==> config.mk <==
export PLATFORM = sky130hd
export DESIGN_NAME = des_cbc_ctrl
export DESIGN_NICKNAME = d
export VERILOG_FILES = /design/src/rtl/des_pkg.sv /design/src/rtl/des_cbc_ctrl.sv
export SDC_FILE = /design/constraint.sdc
export NUM_CORES = 1
export LEC_CHECK = 0
export CORE_MARGIN = 2
export CORE_UTILIZATION = 43
export CTS_CLUSTER_SIZE = 40
export DETAILED_ROUTE_END_ITERATION = 7
export PLACE_DENSITY_LB_ADDON = 0.1
export SETUP_SLACK_MARGIN = 0.05
export SLEW_MARGIN = 20
export SYNTH_ARGS = -nofsm -noshare
export SYNTH_HDL_FRONTEND = slang
export SYNTH_SLANG_ARGS = --single-unit
==> constraint.sdc <==
create_clock -name clk -period 1.8 [get_ports clk]
set_input_delay 0.27 -clock clk [delete_from_list [all_inputs] [get_ports clk]]
set_output_delay 0.27 -clock clk [all_outputs]
set_load 0.05 [all_outputs]
==> src/rtl/des_pkg.sv <==
// -----------------------------------------------------------------------------
// des_pkg
//   Shared definitions for the DES block-mode sequencer.
//   - des_state_t : sequencer FSM states
//   - DES_BLK_W   : DES block / key width in bits
//   - DES_ENC/DEC : core mode encodings
// -----------------------------------------------------------------------------
package des_pkg;

    localparam int   DES_BLK_W = 64;
    localparam logic DES_ENC   = 1'b0;
    localparam logic DES_DEC   = 1'b1;

    typedef enum logic [1:0] {
        IDLE  = 2'd0,
        START = 2'd1,
        WAIT  = 2'd2,
        OUT   = 2'd3
    } des_state_t;

endpackage

==> src/rtl/des_cbc_ctrl.sv <==
// -----------------------------------------------------------------------------
// des_cbc_ctrl
//   Block-mode sequencer around a DES core. Takes 64-bit blocks from a
//   valid/ready input stream, applies ECB or CBC chaining, starts the core,
//   waits (bounded by TIMEOUT) for its result and hands the processed block
//   out on a valid/ready output stream. One block in flight at a time.
//
//   Ports
//     clk, rst_n           : clock, async active-low reset
//     cfg_load             : latch cfg_mode/cfg_cbc/cfg_iv/cfg_key (IDLE only)
//     cfg_mode, cfg_cbc    : 0 enc / 1 dec, 0 ECB / 1 CBC
//     cfg_iv, cfg_key      : initial chaining value, DES key
//     s_valid/s_ready/s_data : input block stream
//     m_valid/m_ready/m_data : output block stream
//     core_start/core_mode/core_key/core_din : drive the DES core
//     core_dout/core_dat_valid               : DES core result
//     busy                 : FSM not in IDLE
//     err_timeout          : sticky core timeout flag, cleared by cfg_load
//
//   state | meaning
//   ------+-----------------------------------------------------------
//   IDLE  | accept config or a new block
//   START | one-cycle core_start pulse, wait counter cleared
//   WAIT  | wait for core_dat_valid, abandon block after TIMEOUT cycles
//   OUT   | hold result on m_* until the consumer takes it
// -----------------------------------------------------------------------------
module des_cbc_ctrl
    import des_pkg::*;
#(
    parameter  int TIMEOUT = 64,
    localparam int CNT_W   = $clog2(TIMEOUT + 1)
) (
    input  logic                 clk,
    input  logic                 rst_n,
    input  logic                 cfg_load,
    input  logic                 cfg_mode,
    input  logic                 cfg_cbc,
    input  logic [DES_BLK_W-1:0] cfg_iv,
    input  logic [DES_BLK_W-1:0] cfg_key,
    input  logic                 s_valid,
    output logic                 s_ready,
    input  logic [DES_BLK_W-1:0] s_data,
    output logic                 m_valid,
    input  logic                 m_ready,
    output logic [DES_BLK_W-1:0] m_data,
    output logic                 core_start,
    output logic                 core_mode,
    output logic [DES_BLK_W-1:0] core_key,
    output logic [DES_BLK_W-1:0] core_din,
    input  logic [DES_BLK_W-1:0] core_dout,
    input  logic                 core_dat_valid,
    output logic                 busy,
    output logic                 err_timeout
);

    des_state_t           state;
    des_state_t           state_nxt;
    logic                 cbc;
    logic [DES_BLK_W-1:0] chain;
    logic [DES_BLK_W-1:0] blk;
    logic [CNT_W-1:0]     cnt;

    logic take_cfg;
    logic take_blk;
    logic cnt_last;
    logic timeout;
    logic xor_in;
    logic xor_out;

    assign take_cfg = (state == IDLE) && cfg_load;
    assign take_blk = (state == IDLE) && !cfg_load && s_valid;
    assign cnt_last = (cnt == CNT_W'(TIMEOUT - 1));
    // A result arriving on the last allowed cycle is still taken.
    assign timeout  = (state == WAIT) && !core_dat_valid && cnt_last;
    assign xor_in   = cbc && (core_mode == DES_ENC);
    assign xor_out  = cbc && (core_mode == DES_DEC);

    // State register
    always_ff @(posedge clk or negedge rst_n) begin
        if (!rst_n) begin
            state <= IDLE;
        end else begin
            state <= state_nxt;
        end
    end

    // Next-state logic
    always_comb begin
        state_nxt = state;
        case (state)
            IDLE:    if (take_blk) state_nxt = START;
            START:   state_nxt = WAIT;
            WAIT: begin
                if (core_dat_valid) begin
                    state_nxt = OUT;
                end else if (cnt_last) begin
                    state_nxt = IDLE;
                end
            end
            OUT:     if (m_ready) state_nxt = IDLE;
            default: state_nxt = IDLE;
        endcase
    end

    // Outputs decoded from state. s_ready is also held low while rst_n is
    // asserted so the input stream sees no acceptance during reset.
    always_comb begin
        s_ready    = 1'b0;
        core_start = 1'b0;
        busy       = 1'b1;
        case (state)
            IDLE: begin
                s_ready = rst_n && !cfg_load;
                busy    = 1'b0;
            end
            START:   core_start = 1'b1;
            default: ;
        endcase
    end

    // Datapath: configuration, chaining value, core interface, result
    always_ff @(posedge clk or negedge rst_n) begin
        if (!rst_n) begin
            cbc         <= 1'b0;
            core_mode   <= DES_ENC;
            core_key    <= '0;
            chain       <= '0;
            blk         <= '0;
            core_din    <= '0;
            m_data      <= '0;
            m_valid     <= 1'b0;
            err_timeout <= 1'b0;
            cnt         <= '0;
        end else begin
            case (state)
                IDLE: begin
                    if (take_cfg) begin
                        cbc         <= cfg_cbc;
                        core_mode   <= cfg_mode;
                        core_key    <= cfg_key;
                        chain       <= cfg_iv;
                        err_timeout <= 1'b0;
                    end else if (take_blk) begin
                        blk      <= s_data;
                        core_din <= xor_in ? (s_data ^ chain) : s_data;
                    end
                end
                START: cnt <= '0;
                WAIT: begin
                    cnt <= cnt + CNT_W'(1);
                    if (core_dat_valid) begin
                        m_data  <= xor_out ? (core_dout ^ chain) : core_dout;
                        m_valid <= 1'b1;
                        if (cbc) begin
                            // Next block chains on the ciphertext side.
                            chain <= (core_mode == DES_ENC) ? core_dout : blk;
                        end
                    end else if (timeout) begin
                        err_timeout <= 1'b1;
                    end
                end
                OUT: if (m_ready) m_valid <= 1'b0;
                default: ;
            endcase
        end
    end

endmodule

### The metal 1 layer, run 1

Drawn at 2 px/um. Supply wires on this layer in grey.
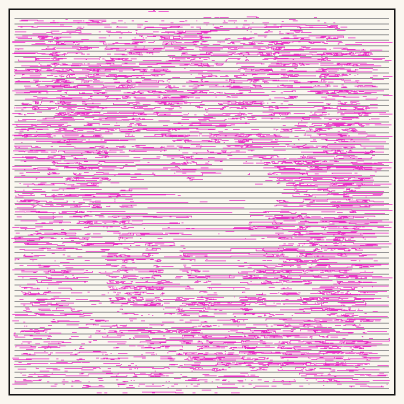
nets with wire on the layer	1919
wire length on this layer	20.0 mm
main direction	horizontal
longest straight run	60.3 um

### Signal wires by layer, run 1

Drawn at 2 px/um. Two of the layers only.
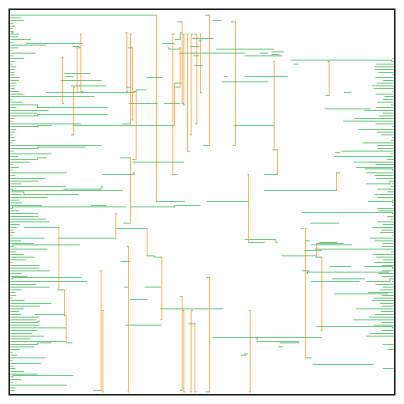
colour	layer	wire length
green	met3	3850 um
orange	met4	1640 um

==> results.sh, run 1 <==
# implementation run metrics
export IMPL_postPlaceCellArea_um2=20320
export IMPL_grt_use_met3_pct=6.304
export IMPL_path_clk_slew_ns=0.06
export IMPL_setup_violations=2
export IMPL_p_sw_uw=20920
export IMPL_insertion_delay_ns=0.51
export IMPL_yosys_area_share_aoi_pct=9.300
export IMPL_fp_util_pct=43.86
export IMPL_drv_cap=0
export IMPL_power_density_nw_per_um2=2063
export IMPL_root_buffer="clkbuf_16"
export IMPL_intPower_uw=24590
export IMPL_synthTopCellsByArea="dfrtp_1 (55%), mux2_2 (9.5%), xor2_1 (7.4%)"
export IMPL_finalHoldViolCount=0
export IMPL_grt_max_degree=107
export IMPL_fp_dieH_um=192.0
export IMPL_slew_headroom_pct=58.44
export IMPL_min_period_ns=1.852
export IMPL_p_leak_uw=0.009758
export IMPL_start_kind="register"
export IMPL_warning_count=34
export IMPL_grt_util_all_layers_pct=25.02
export IMPL_p_seq_share_pct=29.3
export IMPL_dr_wl_met3_mm=3.851
export IMPL_vdd_ir_drop_max_mv=1.440
export IMPL_ys_types=33
export IMPL_final_nets=2209
export IMPL_ys_sh_adder_pct=0.4942
export IMPL_mux_area_share_pct=14.05
export IMPL_top_usage_layer="met2"
export IMPL_drive_above_1_share_pct=19.83
export IMPL_die_area_um2=36840
export IMPL_powerSeq_uw=13300
export IMPL_die_width_um=192.0
export IMPL_status="finished with violations"
export IMPL_period_used_pct=102.9
export IMPL_grt_pass1_wl_mm=70.99
export IMPL_powerComb_uw=24600
export IMPL_n_fill_cell=2876
export IMPL_ys_flops=333
export IMPL_numCtsBuffers=38
export IMPL_boundaryPins=462
export IMPL_xor_share_pct=7.381
export IMPL_ys_top_cells_by_count="dfrtp_1 (333), nand2_1 (265), nor2_1 (133), o21ai_0 (133), a21oi_1 (131)"
export IMPL_dp_cells=2326
export IMPL_hpwl_mm=32.22
export IMPL_power_leader="combinational cells"
export IMPL_synth_area_leader_cell="dfrtp_1"
export IMPL_setup_ws_ns=-0.05242
export IMPL_fp_coreArea_um2=34630
export IMPL_rsz0062_at_grt="true"
export IMPL_yosysTopAreaCellShare_pct=54.86
export IMPL_dp_slack_ns=-0.1083
export IMPL_path_class="reg2out"
export IMPL_drcViolationCount=0
export IMPL_num_vias=12420
export IMPL_p_comb_share_pct=54.0
export IMPL_wl_per_cell_um=20.20
export IMPL_met1_length_mm=20.02
export IMPL_drtIter0Drc=572
export IMPL_synth_chip_area_um2=15190
export IMPL_yosys_warnings=0
export IMPL_yosysMostFrequentCell="dfrtp_1"
export IMPL_switching_share_pct=45.97
export IMPL_area_growth_pct=45.19
export IMPL_met2_usage_pct=41.50
export IMPL_worstMarginPinSlew_ns=0.6234
export IMPL_synth_cells_yosys=1460
export IMPL_ys_flop_type="dfrtp_1"
export IMPL_crit_fanout=4
export IMPL_synth_nets=1730
export IMPL_grt_pass1_vias=12490
export IMPL_htreeDepth=2
export IMPL_grt_met1_usage_pct=31.49
export IMPL_syn_instance_count=1460
export IMPL_async_flop_share_pct=100.0
export IMPL_hp_class="in2reg"
export IMPL_cp_end_kind="primary output"
export IMPL_portBuffers=461
export IMPL_top_logic_kind="multiplexers"
export IMPL_firstDrtPassIters=7
export IMPL_fin_worst_skew_ns=0.008896
export IMPL_top_layer_used="met4"
export IMPL_clkPwrFrac_pct=16.7
export IMPL_fmax_mhz=539.8
export IMPL_ys_seq_share_pct=54.86
export IMPL_final_cell_mix="dfrtp_1 (332), clkdlybuf4s50_1 (262), nand2_1 (252)"
export IMPL_cts_max_path_buffers=3
export IMPL_arrival_ns=1.58
export IMPL_antenna_found_initial=8
export IMPL_syn_area_per_cell_um2=10.40
export IMPL_tns_ns=-0.06059
export IMPL_detail_route_antenna_nets=0
export IMPL_clock_sinks=333
export IMPL_synthesis_area_um2=15190
export IMPL_tritoncts="yes"
export IMPL_gp_congestion=0.7861
export IMPL_met2WireLength_mm=23.49
export IMPL_fin_area_um2=22050
export IMPL_synth_edff_count=0
export IMPL_final_util_pct=63.69
export IMPL_gr_total_overflow=0
export IMPL_crit_required_ns=1.53
export IMPL_viasPerCell=5.121
export IMPL_p_clk_uw=7600
export IMPL_drv_slew=0
export IMPL_violations="negative setup slack"
export IMPL_num_rows=68
export IMPL_ys_sh_simple_pct=10.57
export IMPL_wl_mm=49.00
### A small window of the routed layout, run 1

Region (81, 119) to (111, 149) um. Cells in grey, sequential cells in the stronger grey; small squares are vias.
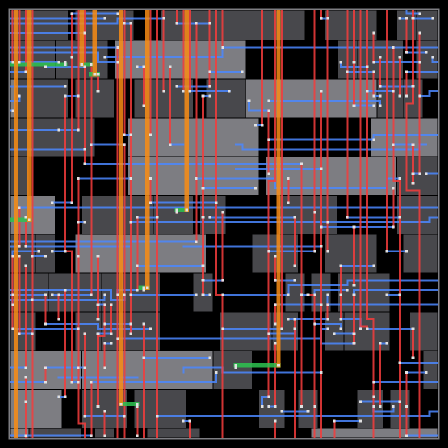
colour	layer
green	met3
blue	met1
orange	met4
red	met2
netlist names of flops here include	`core_din` (4), `blk` (3)
cells with their middle in the window	59
sequential cells in the window	9
most frequent	dfrtp_1 (9), clkdlybuf4s50_1 (9), nand2_1 (7)

### Gate-type map, run 1

Drawn at 2 px/um.
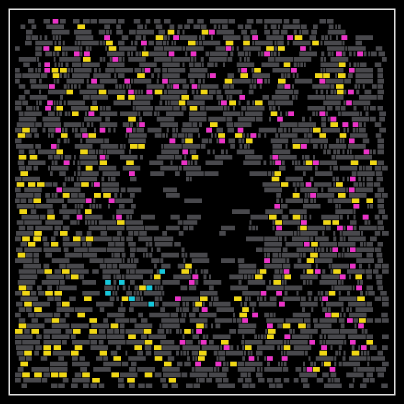
colour	family	cells
magenta	XOR/XNOR gates	128
yellow	multiplexers	197
cyan	AND-OR and OR-AND gates	7
logic share of the area: 29.42%
dominant logic cell type in the layout: dfrtp_1
Post-Layout Cell Count: 2425

run 1: state kept, by name, indices dropped and copies added, names as in the netlist:
register,flops
cbc,1
blk,64
core_key,64
state,2
m_valid,1
chain,64
core_mode,1
cnt,7
err_timeout,1
m_data,64
core_din,64
run 1: path summary, 6_finish.rpt:
kind                                     end  cells after the start  slack (ns)    startpoint
worst min-delay path            core_key[51]                      2        0.37   cfg_key[51]
worst min register to register  core_din[37]                      2        0.48  core_din[37]
worst max register to register     chain[19]                     10        0.04      state[0]
min in group asynchronous         m_data[50]                      3        0.46         rst_n
max in group asynchronous         m_data[17]                      4        0.15         rst_n
worst max-delay path                 s_ready                      6       -0.05      state[0]
run 1: metrics by stage:
step / total power [uW] / hold WS [ns]
final: 45500 / 0.3674
after global routing: 47950 / 0.3520
after CTS: 44210 / 0.3478
after detailed placement: 36410 / 0.1281
after global placement: 35970 / 0.1242
after floorplan: 28280 / -0.02559
run 1: timing repair:
action | 4_1_cts | 5_1_grt
gates resized | 145 | 38
hold buffers | 2 | 1
pin swaps | 5 | 4
hold endpoints to repair | 227 | 13
buffers inserted | 4 | 5
gates cloned | 3 | 13
setup endpoints to repair | 102 | 54
run 1: worst max-delay path, stage by stage (launching register included):
cell,delay [ns]
dfrtp_1,0.39
inv_2,0.08
ha_4,0.16
buf_6,0.11
nand2b_4,0.07
nor2_4,0.10
buf_12,0.14
run 1: layout make-up:
cell class | count | area, um^2 | share of cell area (%)
Antenna cell | 8 | 20.02 | 0.09077
Timing Repair Buffer | 533 | 5379 | 24.39
Inverter | 10 | 42.54 | 0.1929
Tap cell | 455 | 569.3 | 2.581
Clock inverter | 4 | 45.04 | 0.2042
Multi-Input combinational cell | 1023 | 6487 | 29.42
Clock buffer | 59 | 1174 | 5.322
Sequential cell | 333 | 8337 | 37.80
==> run 1 -> run 2 <==
--- a/config.mk
+++ b/config.mk
@@ -9,6 +9,7 @@
 export CORE_UTILIZATION = 43
 export CTS_CLUSTER_SIZE = 40
 export DETAILED_ROUTE_END_ITERATION = 7
+export MAX_ROUTING_LAYER = met4
 export PLACE_DENSITY_LB_ADDON = 0.1
 export SETUP_SLACK_MARGIN = 0.05
 export SLEW_MARGIN = 20
==> constraint.sdc (replaced) <==
create_clock -name clk -period 1.8 [get_ports clk]
set_input_delay 0.27 -clock clk [delete_from_list [all_inputs] [get_ports clk]]
set_output_delay 0.27 -clock clk [all_outputs]
set_load 0.02 [all_outputs]
### Gate-type map, run 2

Drawn at 2 px/um.
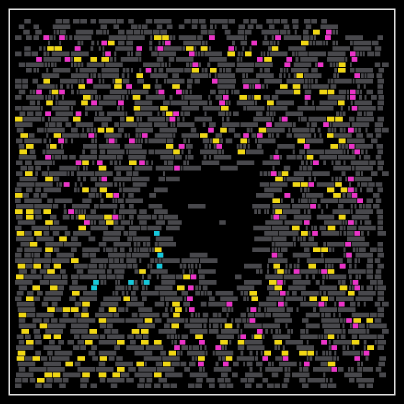
colour	family	cells
magenta	XOR/XNOR gates	128
cyan	AND-OR and OR-AND gates	7
yellow	multiplexers	197

==> run 2 against run 1 <==
The flow now finishes without violations. Core utilization is 0.53 points higher. First-iteration DRC count up 9.3%. Clock power grew 2%. Sequential cell count did not move. Setup slack better by 0.13 ns.
==> results.sh, run 2 <==
# implementation run metrics
export IMPL_final_common_cell="dfrtp_1"
export IMPL_rrSetupSlack_ns=0.08
export IMPL_met2_usage_pct=42.10
export IMPL_synthTopCellsByArea="dfrtp_1 (55%), mux2_2 (9.5%), xor2_1 (7.4%)"
export IMPL_async_flop_share_pct=100.0
export IMPL_layout_area_comb_um2=6489
export IMPL_numCtsBuffers=38
export IMPL_crit_start="state[0]"
export IMPL_slew_headroom_pct=45.35
export IMPL_met1_length_mm=19.73
export IMPL_vdd_ir_drop_max_mv=0.8754
export IMPL_seq_area_um2=8337
export IMPL_hpwl_mm=32.52
export IMPL_drv_cap=0
export IMPL_cp_top_family="buffers and inverters"
export IMPL_gp_congestion=0.8286
export IMPL_rsz0062_at_grt="true"
export IMPL_viasPerCell=5.041
export IMPL_hp_class="in2async"
export IMPL_finalNonFillerCells=2439
export IMPL_crit_required_ns=1.53
export IMPL_grt_max_degree=134
export IMPL_drv_slew=0
export IMPL_cp_end_kind="primary output"
export IMPL_finalHoldViolCount=0
export IMPL_synth_edff_count=0
export IMPL_final_cell_mix="dfrtp_1 (332), clkdlybuf4s50_1 (262), nand2_1 (253)"
export IMPL_die_width_um=192.0
export IMPL_die_area_um2=36840
export IMPL_postPlaceCellArea_um2=20670
export IMPL_top_layer_used="met4"
export IMPL_detail_route_antenna_nets=0
export IMPL_synth_chip_area_um2=15190
export IMPL_setup_ws_ns=0.07805
export IMPL_fin_worst_skew_ns=0.01149
export IMPL_boundaryPins=462
export IMPL_grt_pass1_wl_mm=71.44
export IMPL_ys_top_cells_by_count="dfrtp_1 (333), nand2_1 (265), nor2_1 (133), o21ai_0 (133), a21oi_1 (131)"
export IMPL_wl_mm=48.26
export IMPL_fp_util_pct=43.86
export IMPL_fp_coreArea_um2=34630
export IMPL_root_buffer="clkbuf_16"
export IMPL_drive_above_1_share_pct=15.15
export IMPL_tritoncts="yes"
export IMPL_status="finished clean"
export IMPL_htreeDepth=2
export IMPL_arrival_ns=1.45
export IMPL_num_vias=12300
export IMPL_path_class="reg2out"
export IMPL_grt_use_met3_pct=6.980
export IMPL_synth_nets=1730
export IMPL_path_depth=4
export IMPL_num_rows=68
export IMPL_cts_max_path_buffers=3
export IMPL_tns_ns=0
export IMPL_dp_cells=2343
export IMPL_cp_cell_sequence="buf_4 -> buf_4 -> ha_4 -> buf_6"
export IMPL_fmax_mhz=580.7
export IMPL_reg2reg_from="state[0]"
export IMPL_cp_common_cell="buf_4"
export IMPL_clock_sinks=333
export IMPL_syn_instance_count=1460
export IMPL_yosys_warnings=0
export IMPL_top_usage_layer="met2"
export IMPL_ys_flop_type="dfrtp_1"
export IMPL_cp_endpoint="core_start"
export IMPL_crit_fanout=4
export IMPL_n_fill_cell=2834
export IMPL_p_leak_uw=0.009948
export IMPL_insertion_delay_ns=0.52
export IMPL_drcViolationCount=0
export IMPL_min_period_ns=1.722
export IMPL_path_clk_slew_ns=0.06
export IMPL_fp_dieH_um=192.0
export IMPL_worstMarginPinSlew_ns=0.8197
export IMPL_finalPower_uw=39710
export IMPL_power_density_nw_per_um2=1786
export IMPL_max_stage_delay_ns=0.39
export IMPL_ys_seq_share_pct=54.86
export IMPL_slowest_stage="dfrtp_1"
export IMPL_synth_area_leader_cell="dfrtp_1"
export IMPL_syn_area_per_cell_um2=10.40
export IMPL_antenna_found_initial=9
export IMPL_grt_met1_usage_pct=31.31
export IMPL_worst_r2r_cell_count=7
export IMPL_synth_cells_yosys=1460
export IMPL_grt_pass1_vias=12790
export IMPL_yosysMostFrequentCell="dfrtp_1"
export IMPL_setup_violations=0
export IMPL_synthesis_area_um2=15190
export IMPL_portBuffers=461
export IMPL_wl_per_cell_um=19.79
export IMPL_warning_count=39
export IMPL_path_buffers=3
==> run 2: cell counts after synthesis <==
No cell type changed its count.
==> run 2: cell families (layout without fill, tap and decap cells) <==
group,Yosys count,count (layout),synth area share (%)
AOI/OAI and AO/OA,276,276,9.300
xor gates and xnor gates,128,128,7.381
adders and majority gates,6,6,0.4942
buffers and inverters,104,618,3.344
DFF,333,333,54.86
muxes,197,197,14.05
other,0,10,0
and+or+nand+nor,416,416,10.57
==> run 2: stage by stage <==
step | util [%] | hold slack [ns]
after detailed placement | 59.70 | 0.2365
after global placement | 59.70 | 0.2340
final | 64.21 | 0.3034
after CTS | 63.30 | 0.2875
after global routing | 64.21 | 0.3058
after floorplan | - | -0.02559
==> run 2: what timing repair did <==
| item | 4_1_cts | 5_1_grt |
|---|---|---|
| pin swaps | 3 | 7 |
| cloned | 3 | 7 |
| buffers inserted | 6 | 2 |
| endpoints found under the hold margin | 13 | 0 |
| hold buffers | 1 | 0 |
| setup endpoints to repair | 253 | 152 |
| gates resized | 209 | 83 |
==> run 2: cell type report <==
cell class	instances	area share (%)
Antenna cell	10	0.1125
Clock inverter	4	0.2026
Multi-Input combinational cell	1023	29.18
Timing Repair inverter	2	0.07878
Timing Repair Buffer	538	24.68
Clock buffer	64	5.452
Sequential cell	333	37.49
Tap cell	455	2.560
Inverter	10	0.2363
==> run 2: worst min path at each step <==
stage,cells after the start,slack [ns],endpoint
final,3,0.30,m_data[52]
after global routing,3,0.31,m_data[52]
after CTS,3,0.29,core_din[48]
after detailed placement,2,0.24,m_data[50]
after global placement,2,0.23,core_din[48]
after floorplan,0,-0.03,blk[0]
==> run 2: report_power, final <==
group          internal (uW)  leakage (uW)  switching [uW]
clock network           4710      0.000618            3010
registers              11100       0.00400            2130
logic                   8250       0.00533           10500
total                  24100       0.00995           15600
==> run 2 -> run 3 <==
--- a/config.mk
+++ b/config.mk
@@ -6,7 +6,7 @@
 export NUM_CORES = 1
 export LEC_CHECK = 0
 export CORE_MARGIN = 2
-export CORE_UTILIZATION = 43
+export CORE_UTILIZATION = 48
 export CTS_CLUSTER_SIZE = 40
 export DETAILED_ROUTE_END_ITERATION = 7
 export MAX_ROUTING_LAYER = met4
==> constraint.sdc (replaced) <==
create_clock -name clk -period 1.85 [get_ports clk]
set_input_delay 0.2775 -clock clk [delete_from_list [all_inputs] [get_ports clk]]
set_output_delay 0.2775 -clock clk [all_outputs]
set_load 0.02 [all_outputs]
### Signal wires by layer, run 3

Drawn at 2 px/um. Two of the layers only.
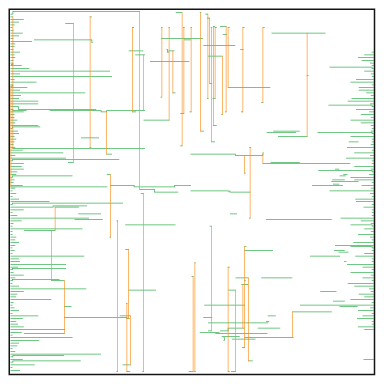
colour	layer	wire length
green	met3	3130 um
orange	met4	1970 um
via count: 12380
WL/cell: 19.38 um
GRT Util Overall: 27.95%
final WL: 46.27 mm

==> run 3 against run 2 <==
Setup slack worse by 0.049 ns. Final cell count decreased by 2.1%. Sequential power down 3%. Critical path depth grew 2. Register-to-register slack got worse by 0.04 ns. Core utilization grew 7.3 points. Critical path type unchanged.
==> results.sh, run 3 <==
# implementation run metrics
export IMPL_root_buffer="clkbuf_16"
export IMPL_top_layer_used="met4"
export IMPL_synth_cells_yosys=1460
export IMPL_synthesis_area_um2=15190
export IMPL_grt_max_degree=155
export IMPL_final_nets=2216
export IMPL_worstMarginPinSlew_ns=0.9618
export IMPL_synthTopCellsByArea="dfrtp_1 (55%), mux2_2 (9.5%), xor2_1 (7.4%)"
export IMPL_met2WireLength_mm=22.58
export IMPL_grt_pass1_wl_mm=69.92
export IMPL_reg2reg_to="blk[17]"
export IMPL_fin_hold_ws_ns=0.3337
export IMPL_syn_instance_count=1460
export IMPL_slew_headroom_pct=35.88
export IMPL_viasPerCell=5.186
export IMPL_cp_end_kind="primary output"
export IMPL_crit_required_ns=1.57
export IMPL_tritoncts="yes"
export IMPL_syn_area_per_cell_um2=10.40
export IMPL_gr_total_overflow=0
export IMPL_die_width_um=181.9
export IMPL_portBuffers=461
export IMPL_synth_edff_count=0
export IMPL_final_cell_mix="clkdlybuf4s50_1 (359), dfrtp_1 (332), nand2_1 (261)"
export IMPL_worst_r2r_cell_count=8
export IMPL_fp_dieH_um=181.9
export IMPL_numCtsBuffers=38
export IMPL_drtIter0Drc=608
export IMPL_crit_start="state[0]"
export IMPL_crit_fanout=3
export IMPL_tns_ns=0
export IMPL_status="finished clean"
export IMPL_warning_count=36
export IMPL_dr_wl_met3_mm=3.132
export IMPL_yosysMostFrequentCell="dfrtp_1"
export IMPL_layout_area_comb_um2=6531
export IMPL_num_rows=65
export IMPL_period_used_pct=98.44
export IMPL_met2_usage_pct=45.32
export IMPL_min_period_ns=1.821
export IMPL_finalNonFillerCells=2387
export IMPL_ys_types=33
export IMPL_p_leak_uw=0.01018
export IMPL_rsz0062_at_grt="true"
export IMPL_yosysTopAreaCellShare_pct=54.86
export IMPL_synth_chip_area_um2=15190
export IMPL_start_kind="register"
export IMPL_fp_coreArea_um2=31390
export IMPL_antenna_found_initial=17
export IMPL_hpwl_mm=30.63
export IMPL_htreeDepth=2
export IMPL_ys_top_cells_by_count="dfrtp_1 (333), nand2_1 (265), nor2_1 (133), o21ai_0 (133), a21oi_1 (131)"
export IMPL_firstDrtPassIters=5
export IMPL_synth_area_leader_cell="dfrtp_1"
export IMPL_async_flop_share_pct=100.0
export IMPL_grt_met1_usage_pct=32.84
export IMPL_dp_slack_ns=-0.1360
export IMPL_n_fill_cell=2370
export IMPL_setup_ws_ns=0.02886
export IMPL_seq_area_um2=8337
export IMPL_boundaryPins=462
export IMPL_hp_class="in2async"
export IMPL_clock_sinks=333
export IMPL_reg2reg_from="state[0]"
export IMPL_drv_cap=0
export IMPL_ys_seq_share_pct=54.86
export IMPL_fp_util_pct=48.39
export IMPL_path_clk_slew_ns=0.06
export IMPL_grt_use_met3_pct=6.619
export IMPL_finalPower_uw=38460
export IMPL_top_usage_layer="met2"
export IMPL_die_area_um2=33080
export IMPL_finalHoldViolCount=0
export IMPL_final_util_pct=71.56
export IMPL_grt_pass1_vias=12730
export IMPL_path_class="reg2out"
export IMPL_setup_violations=0
export IMPL_area_growth_pct=47.90
export IMPL_fin_area_um2=22470
export IMPL_insertion_delay_ns=0.52
export IMPL_cts_max_path_buffers=3
export IMPL_drcViolationCount=0
export IMPL_ys_flop_type="dfrtp_1"
export IMPL_synth_nets=1730
export IMPL_arrival_ns=1.54
export IMPL_detail_route_antenna_nets=0
export IMPL_fin_worst_skew_ns=0.01240
export IMPL_drv_slew=0
export IMPL_yosys_warnings=0
export IMPL_dp_cells=2277
export IMPL_fmax_mhz=549.1
export IMPL_power_density_nw_per_um2=1712
export IMPL_vdd_ir_drop_max_mv=1.110
export IMPL_met1_length_mm=18.59
export IMPL_ys_flops=333
export IMPL_postPlaceCellArea_um2=20480
export IMPL_rrSetupSlack_ns=0.04
export IMPL_gp_congestion=0.8426
export IMPL_final_common_cell="clkdlybuf4s50_1"
export IMPL_drive_above_1_share_pct=14.63
[run 3: cell type report]
type | count | area share [%]
Tap cell | 402 | 2.239
Clock inverter | 9 | 0.2172
Multi-Input combinational cell | 1023 | 29.07
Timing Repair Buffer | 540 | 26.06
Antenna cell | 17 | 0.1894
Sequential cell | 333 | 37.11
Clock buffer | 53 | 4.935
Inverter | 10 | 0.1782
[run 3: kinds of logic (layout without fill, tap and decap cells)]
| logic type | Yosys count | count (layout) | share of synthesized area, % |
|---|---|---|---|
| AND-OR/OR-AND | 276 | 276 | 9.300 |
| adder cells (fa/ha/maj) | 6 | 6 | 0.4942 |
| other | 0 | 17 | 0 |
| multiplexers | 197 | 197 | 14.05 |
| XOR/XNOR | 128 | 128 | 7.381 |
| buffers and inverters | 104 | 612 | 3.344 |
| flip-flops | 333 | 333 | 54.86 |
| AND/OR/NAND/NOR | 416 | 416 | 10.57 |
[run 3: worst max path at each step]
stage              endpoint  slack, ns
4_1_cts        core_din[52]      0.002
3_5_place_dp        blk[36]      -0.14
2_1_floorplan  core_key[32]       0.15
5_1_grt             s_ready      -0.02
3_3_place_gp        blk[36]      -0.14
6_report            s_ready       0.03
[run 3: what timing repair did]
action                                  4_1_cts  5_1_grt
hold endpoints to repair                    182        0
buffers inserted                             11        8
resized                                      99      104
endpoints found under the setup margin      192      203
pin swaps                                     3        2
hold buffers                                  1        0
gates cloned                                  5        9
[run 3: power by group]
part	internal, uW	total, uW	switching, uW	leakage, uW
sequential	10800	12900	2080	0.00400
combinational	8650	18400	9770	0.00560
clock	4150	7130	2980	0.000581
total	23600	38500	14800	0.0102
[run 3: worst max-delay path, cell delays in order, from the launching register on]
cell,delay [ns]
dfrtp_1,0.38
inv_2,0.10
ha_4,0.14
buf_4,0.11
nand2b_4,0.06
nor2_4,0.11
buf_6,0.12
Power and IR drop assume default switching activity.
